===== config.mk =====
export PLATFORM = sky130hd
export DESIGN_NAME = memfill_engine_flat
export DESIGN_NICKNAME = d
export VERILOG_FILES = /design/src/rtl/memfill_engine_if.sv /design/src/rtl/memfill_engine.sv /design/src/flat_wrapper.sv
export SDC_FILE = /design/constraint.sdc
export NUM_CORES = 1
export LEC_CHECK = 0
export CORE_ASPECT_RATIO = 2
export CORE_MARGIN = 5
export CORE_UTILIZATION = 37
export CTS_CLUSTER_SIZE = 14
export DETAILED_ROUTE_END_ITERATION = 7
export HOLD_SLACK_MARGIN = 0.06
export PLACE_DENSITY = 0.68
export SYNTH_ARGS = -nofsm -noshare
export SYNTH_HDL_FRONTEND = slang
export SYNTH_SLANG_ARGS = --single-unit

===== constraint.sdc =====
create_clock -name clk -period 5.3 [get_ports clk]
set_clock_uncertainty 0.1 [all_clocks]
set_input_delay 0.795 -clock clk [delete_from_list [all_inputs] [get_ports clk]]
set_output_delay 0.795 -clock clk [all_outputs]
set_load 0.1 [all_outputs]

===== src/rtl/memfill_engine_if.sv =====
// memfill_engine_if: bundles the control/status handshake and the memory
// write port of memfill_engine.
//   master modport : engine view (drives busy/done and the mem_* write request)
//   slave  modport : CPU / memory side view (drives start, run arguments, mem_ready)
// Optional feature macro: MEMFILL_ABORT_EN adds the abort request line.
interface memfill_engine_if #(
  parameter int ADDR_W = 32,
  parameter int DATA_W = 32,
  parameter int LEN_W  = 16
);
  logic              start;
  logic [ADDR_W-1:0] dst_addr;
  logic [LEN_W-1:0]  word_count;
  logic [DATA_W-1:0] pattern;
  logic              mode;
  logic              busy;
  logic              done;
  logic              mem_we;
  logic [ADDR_W-1:0] mem_addr;
  logic [DATA_W-1:0] mem_wdata;
  logic              mem_ready;
`ifdef MEMFILL_ABORT_EN
  logic              abort;
`endif

  modport master (
`ifdef MEMFILL_ABORT_EN
    input  abort,
`endif
    input  start, dst_addr, word_count, pattern, mode, mem_ready,
    output busy, done, mem_we, mem_addr, mem_wdata
  );

  modport slave (
`ifdef MEMFILL_ABORT_EN
    output abort,
`endif
    output start, dst_addr, word_count, pattern, mode, mem_ready,
    input  busy, done, mem_we, mem_addr, mem_wdata
  );
endinterface


===== src/rtl/memfill_engine.sv =====
// memfill_engine: memset/fill engine. Writes word_count consecutive words
// starting at the word-aligned dst_addr, with either a constant pattern
// (mode=0) or a pattern incremented by one per word (mode=1).
// Ports:
//   clk    : single clock, rising edge
//   rst_n  : asynchronous active-low reset
//   bus    : memfill_engine_if.master (start/args in, busy/done out,
//            mem_we/mem_addr/mem_wdata out, mem_ready in)
// Optional feature macro: MEMFILL_ABORT_EN (abort input terminates a run in
// WRITE without committing the write presented in that cycle).
module memfill_engine #(
  parameter int ADDR_W = 32,
  parameter int DATA_W = 32,
  parameter int LEN_W  = 16
) (
  input  logic clk,
  input  logic rst_n,
  memfill_engine_if.master bus
);

  typedef enum logic [1:0] {
    ST_IDLE  = 2'd0,
    ST_WRITE = 2'd1,
    ST_DONE  = 2'd2
  } state_t;

  localparam logic [ADDR_W-1:0] STEP       = ADDR_W'(DATA_W / 8);
  localparam logic [ADDR_W-1:0] ALIGN_MASK = ~(ADDR_W'(DATA_W / 8 - 1));

  state_t            r_state;
  logic              r_busy;
  logic              r_done;
  logic              r_mem_we;
  logic [ADDR_W-1:0] r_mem_addr;
  logic [DATA_W-1:0] r_mem_wdata;
  logic [LEN_W-1:0]  r_remain;
  logic              r_mode;

  state_t            w_state_nxt;
  logic              w_busy_nxt;
  logic              w_done_nxt;
  logic              w_we_nxt;
  logic [ADDR_W-1:0] w_addr_nxt;
  logic [DATA_W-1:0] w_data_nxt;
  logic [LEN_W-1:0]  w_remain_nxt;
  logic              w_mode_nxt;
  logic              w_abort;

`ifdef MEMFILL_ABORT_EN
  // Abort only matters while a write is being presented.
  assign w_abort = bus.abort && (r_state == ST_WRITE);
`else
  assign w_abort = 1'b0;
`endif

  // The write request is registered; abort masks it in the same cycle so
  // nothing is committed while the run is being cancelled.
  assign bus.mem_we    = r_mem_we & ~w_abort;
  assign bus.mem_addr  = r_mem_addr;
  assign bus.mem_wdata = r_mem_wdata;
  assign bus.busy      = r_busy;
  assign bus.done      = r_done;

  // Next-state and next-output logic; output registers track the next state.
  always_comb begin
    w_state_nxt  = r_state;
    w_busy_nxt   = 1'b0;
    w_done_nxt   = 1'b0;
    w_we_nxt     = 1'b0;
    w_addr_nxt   = r_mem_addr;
    w_data_nxt   = r_mem_wdata;
    w_remain_nxt = r_remain;
    w_mode_nxt   = r_mode;
    case (r_state)
      ST_IDLE: begin
        if (bus.start) begin
          w_addr_nxt   = bus.dst_addr & ALIGN_MASK;
          w_data_nxt   = bus.pattern;
          w_remain_nxt = bus.word_count;
          w_mode_nxt   = bus.mode;
          if (bus.word_count != {LEN_W{1'b0}}) begin
            w_state_nxt = ST_WRITE;
            w_we_nxt    = 1'b1;
            w_busy_nxt  = 1'b1;
          end else begin
            w_state_nxt = ST_DONE;
            w_done_nxt  = 1'b1;
          end
        end else begin
          w_state_nxt = ST_IDLE;
        end
      end
      ST_WRITE: begin
        if (w_abort) begin
          w_state_nxt = ST_DONE;
          w_done_nxt  = 1'b1;
        end else if (bus.mem_ready) begin
          // Write committed: advance; address and data wrap silently.
          w_addr_nxt   = r_mem_addr + STEP;
          w_data_nxt   = r_mem_wdata + DATA_W'(r_mode);
          w_remain_nxt = r_remain - LEN_W'(1);
          if (r_remain == LEN_W'(1)) begin
            w_state_nxt = ST_DONE;
            w_done_nxt  = 1'b1;
          end else begin
            w_we_nxt   = 1'b1;
            w_busy_nxt = 1'b1;
          end
        end else begin
          // Stalled: hold the presented write unchanged.
          w_we_nxt   = 1'b1;
          w_busy_nxt = 1'b1;
        end
      end
      ST_DONE: begin
        w_state_nxt = ST_IDLE;
      end
      default: begin
        w_state_nxt = ST_IDLE;
      end
    endcase
  end

  // State, counters and registered outputs.
  always_ff @(posedge clk or negedge rst_n) begin
    if (!rst_n) begin
      r_state     <= ST_IDLE;
      r_busy      <= 1'b0;
      r_done      <= 1'b0;
      r_mem_we    <= 1'b0;
      r_mem_addr  <= {ADDR_W{1'b0}};
      r_mem_wdata <= {DATA_W{1'b0}};
      r_remain    <= {LEN_W{1'b0}};
      r_mode      <= 1'b0;
    end else begin
      r_state     <= w_state_nxt;
      r_busy      <= w_busy_nxt;
      r_done      <= w_done_nxt;
      r_mem_we    <= w_we_nxt;
      r_mem_addr  <= w_addr_nxt;
      r_mem_wdata <= w_data_nxt;
      r_remain    <= w_remain_nxt;
      r_mode      <= w_mode_nxt;
    end
  end

endmodule


===== src/flat_wrapper.sv =====
// flat-port wrapper written by rule: the top's interface ports become plain ports
module memfill_engine_flat 
#(
  parameter int ADDR_W = 32,
  parameter int DATA_W = 32,
  parameter int LEN_W  = 16
)
  (clk, rst_n, bus_start, bus_dst_addr, bus_word_count, bus_pattern, bus_mode, bus_mem_ready, bus_busy, bus_done, bus_mem_we, bus_mem_addr, bus_mem_wdata);
  memfill_engine_if #(.ADDR_W(ADDR_W), .DATA_W(DATA_W), .LEN_W(LEN_W)) bus_i ();
  input  logic clk;
  input  logic rst_n;
  input wire logic [$bits(bus_i.start)-1:0] bus_start;
  input wire logic [$bits(bus_i.dst_addr)-1:0] bus_dst_addr;
  input wire logic [$bits(bus_i.word_count)-1:0] bus_word_count;
  input wire logic [$bits(bus_i.pattern)-1:0] bus_pattern;
  input wire logic [$bits(bus_i.mode)-1:0] bus_mode;
  input wire logic [$bits(bus_i.mem_ready)-1:0] bus_mem_ready;
  output wire logic [$bits(bus_i.busy)-1:0] bus_busy;
  output wire logic [$bits(bus_i.done)-1:0] bus_done;
  output wire logic [$bits(bus_i.mem_we)-1:0] bus_mem_we;
  output wire logic [$bits(bus_i.mem_addr)-1:0] bus_mem_addr;
  output wire logic [$bits(bus_i.mem_wdata)-1:0] bus_mem_wdata;
  assign bus_i.start = bus_start;
  assign bus_i.dst_addr = bus_dst_addr;
  assign bus_i.word_count = bus_word_count;
  assign bus_i.pattern = bus_pattern;
  assign bus_i.mode = bus_mode;
  assign bus_i.mem_ready = bus_mem_ready;
  assign bus_busy = bus_i.busy;
  assign bus_done = bus_i.done;
  assign bus_mem_we = bus_i.mem_we;
  assign bus_mem_addr = bus_i.mem_addr;
  assign bus_mem_wdata = bus_i.mem_wdata;
  memfill_engine #(.ADDR_W(ADDR_W), .DATA_W(DATA_W), .LEN_W(LEN_W)) u_core (.clk(clk), .rst_n(rst_n), .bus(bus_i));
endmodule

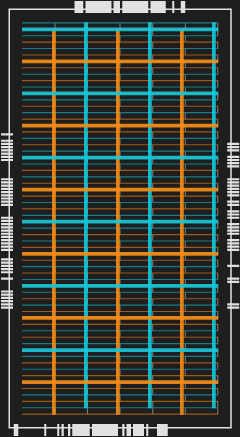
**Above:** floorplan with the power grid.
Pins as bars on the die edge. Tap cells in gray.
Key: orange = VSS; cyan = VDD
6 straps on met4. 189 tap cells. The core has 61 rows. 12 straps on met5. 152 signal pins sit on the boundary.

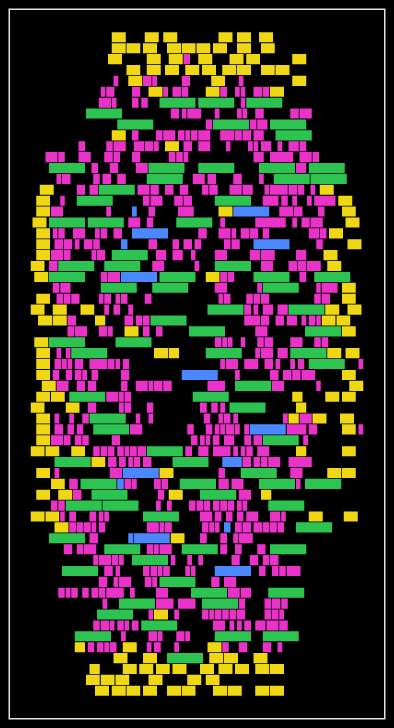
**Above:** placed cells, one color a class.
Key: blue = clock drivers and dummy loads [cells 15, share of their area 3.9%]; magenta = all other logic [cells 502, share of their area 43%]; green = flops [cells 83, share of their area 31%]; yellow = other buffers and delay cells [cells 155, share of their area 23%]
sequential cell area share: 0.296
post-route cell area: 7020 um2

==> reports/metrics.cfg <==
[final_timing]
hold_viol_final = 0
rsz0062_at_grt = no
setup_viol = 0
fmax_ghz = 0.306
whs_ns = 0.149
finalClockPeriodUsage = 0.617
drv_slew = 0
max_slew_margin = 0.217
finalWorstSetupSlack_ns = 2.03
min_period_ns = 3.27
setup-tns-final_ns = 0
worst_pin_slew_ns = 1.18

[cells_and_area]
n_fill_cell = 1358
finalNetCount = 841
buffers = 155
drive_above_1_share = 0.0556
final-nonclk-buf-share = 0.218
comb_share = 0.412
ff_count = 83
n_antenna_cell = 0
finalNonFillerCells = 944
biggestCellCategory = logic gates
flop_area_um2 = 2080
final-clk-cell-share = 0.0373
area_delta_synth_final_pct = 36.3
n_all_inverters = 5
comb_area_um2 = 2890
final_core_util = 0.508
clockBufferCount = 12
logic_gate_count = 497

[synth]
ys.flop_type = dfrtp_1
synthAoiAreaFrac = 0.260
most_common_cell = dfrtp_1
ys_sh_mux = 0.00608
edf_count = 0
netlist_area_um2 = 5150
synth_seq_share = 0.403
synth_chip_area_um2 = 5150
xor_area_frac = 0
synthCells = 629
simple_gate_area_frac = 0.278
adder_share = 0.0122
logic_family = simple AND/OR/NAND/NOR gates
synth.top_cells.by_count = dfrtp_1, a21oi_1, nor2_1
synth_warnings = 0
post_synth.cell_area_avg_um2 = 8.19
synth_flops = 83
yosys_cells = 629
yosys.area.top_type_share = 0.403
yosysTopAreaCell = dfrtp_1
netlist_top_cells_area = dfrtp_1, a21oi_1, nor2_1, nand2_1, nand3_1
yosysUniqueCellTypes = 60
synthArstFlopShare = 1.00

[clock_network]
postCtsResizedCells = 0
cts_tree = done
hold_buffers = 0
max-clock-path-buffers = 2
root_buffer = clkbuf_16
cts_buffers = 9
postCtsSetupBuffers = 0
clk_pin_slew_ns = 0.06
cts.sinks = 83
htree_levels = 3

[setup_path]
end_kind = flop
crit_family = AND-OR/OR-AND gates
cp.required_ns = 5.38
slowest_delay_ns = 0.92
cp_cell_sequence = clkdlybuf4s50_1 > nand2_1 > a21o_2 > nor4_1 > a311o_1 > a21boi_1
worstPathArrival_ns = 3.35
crit_fanout = 61
start_kind = input pin
criticalPathCategory = in2reg
path_buffers = 1
cp_slowest_cell = a21o_2

[power_and_ir_drop]
pwr-share-comb = 0.590
p_total_mw = 4.42
intPower_mw = 1.87
ir_drop_uv = 503
power_density_nw_per_um2 = 631
pwr.group.combinational_mw = 2.61
pwr-share-seq = 0.280
p_leak_nw = 2.69
maxPowerGroup = combinational cells
switching_share = 0.577
p_switching_mw = 2.55
seq_cell_power_mw = 1.24

[detailed_routing]
totalWireLength_mm = 18.3
first_pass_iters = 7
routedWlPerCell_um = 19.3
wl_met2_mm = 9.75
met3_length_um = 872
drt_iter0_drc = 320
drc = 0
met1_length_mm = 6.85
vias_per_cell = 5.97
ant_nets = 0
highest_layer = met4
vias = 5638

[placement]
placed_area_um2 = 6750
gp_congestion = 0.880
dpl.cell_count = 929
io_buffers = 147
dp_hpwl_mm = 12.8
pre_cts_slack_ns = 1.70

[global_routing]
grt_pass1_wl_mm = 28.9
antenna_found_initial = 0
track_usage = 0.220
grt-ovfl-total = 0
grt_pass1_vias = 5637
grt_max_degree = 80

[outcome]
status = completed

[job]
tool_warnings = 29
max_cap_violations = 0

[die]
fp.dieW_um = 93.4
die_h_um = 177
core-area_um2 = 13800
io_pins = 152
die_area_um2 = 16500
rows = 61
n_tap_cell = 189
fp_util = 0.373

[min_path]
hold_class = in2async

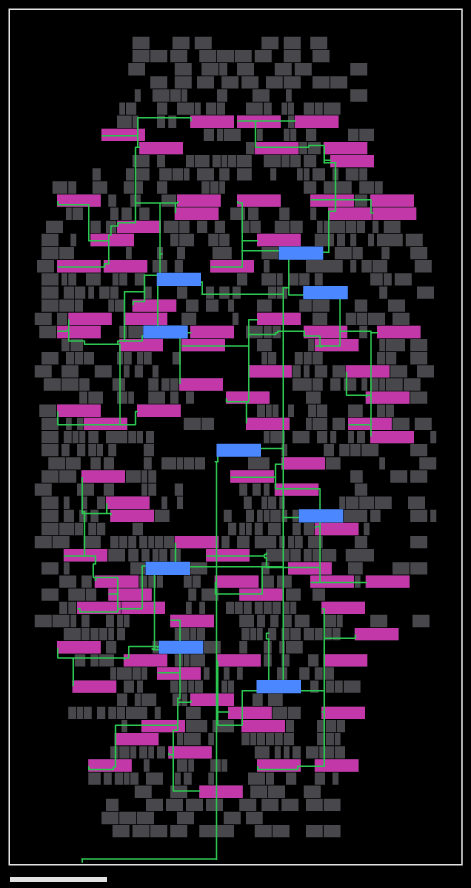
**Above:** clock distribution.
Scale bar: 20 um.
Key: blue = cells driving clock nets [count 9]; green = clock wires [length 1200 um]; magenta = flip-flops [count 83]
There are 10 routed clock nets.
Clk pwr share: 0.130
clk_lat worst skew: 0.34 ns
Clock Power: 0.576 mW

[placed cells by master (no fill, tap or decap), drive strengths merged, types with 5 or more instances in the layout]
| cell type | Yosys | layout |
|---|---|---|
| a211oi | 11 | 11 |
| a21oi | 70 | 70 |
| a2bb2oi | 7 | 7 |
| a311oi | 5 | 5 |
| a31oi | 14 | 14 |
| and3 | 17 | 17 |
| and4 | 10 | 10 |
| buf | 14 | 9 |
| clkbuf | 31 | 12 |
| clkdlybuf4s50 | 0 | 146 |
| dfrtp | 83 | 83 |
| ha | 5 | 5 |
| inv | 5 | 5 |
| nand2 | 58 | 58 |
| nand3 | 35 | 35 |
| nand4 | 19 | 19 |
| nor2 | 70 | 70 |
| nor3 | 28 | 28 |
| nor4 | 15 | 15 |
| o21ai | 38 | 38 |
| o22a | 11 | 11 |
| o22ai | 14 | 14 |
| or3 | 9 | 9 |
[state kept, by name, indices dropped and copies added (netlist names)]
register and flops:
u_core.r_mode 1, u_core.bus.mem_addr 30, u_core.bus.mem_wdata 32, u_core.bus.done 1
u_core.r_state 2, u_core.r_remain 16, u_core.bus.busy 1
[per-layer routing]
layer  track usage  up-vias
met5             0        -
met4         0.112        0
met3        0.0349       52
met2         0.395      209
met1         0.247     2746
li1              -     2631
[worst paths after layout]
path | startpoint | end | slack [ns] | depth (start not counted)
setup / recovery | bus_mem_ready | u_core.bus.mem_wdata[18] | 2.03 | 6
hold / removal | rst_n | u_core.bus.mem_addr[6] | 0.15 | 1
setup reg to reg | u_core.bus.mem_addr[2] | u_core.bus.mem_addr[22] | 2.53 | 6
hold reg to reg | u_core.r_mode | u_core.r_mode | 0.39 | 2
max in group asynchronous | rst_n | u_core.bus.mem_wdata[15] | 3.70 | 2
min in group clk | u_core.r_mode | u_core.r_mode | 0.39 | 2
Power is estimated from default activity; no workload was simulated.
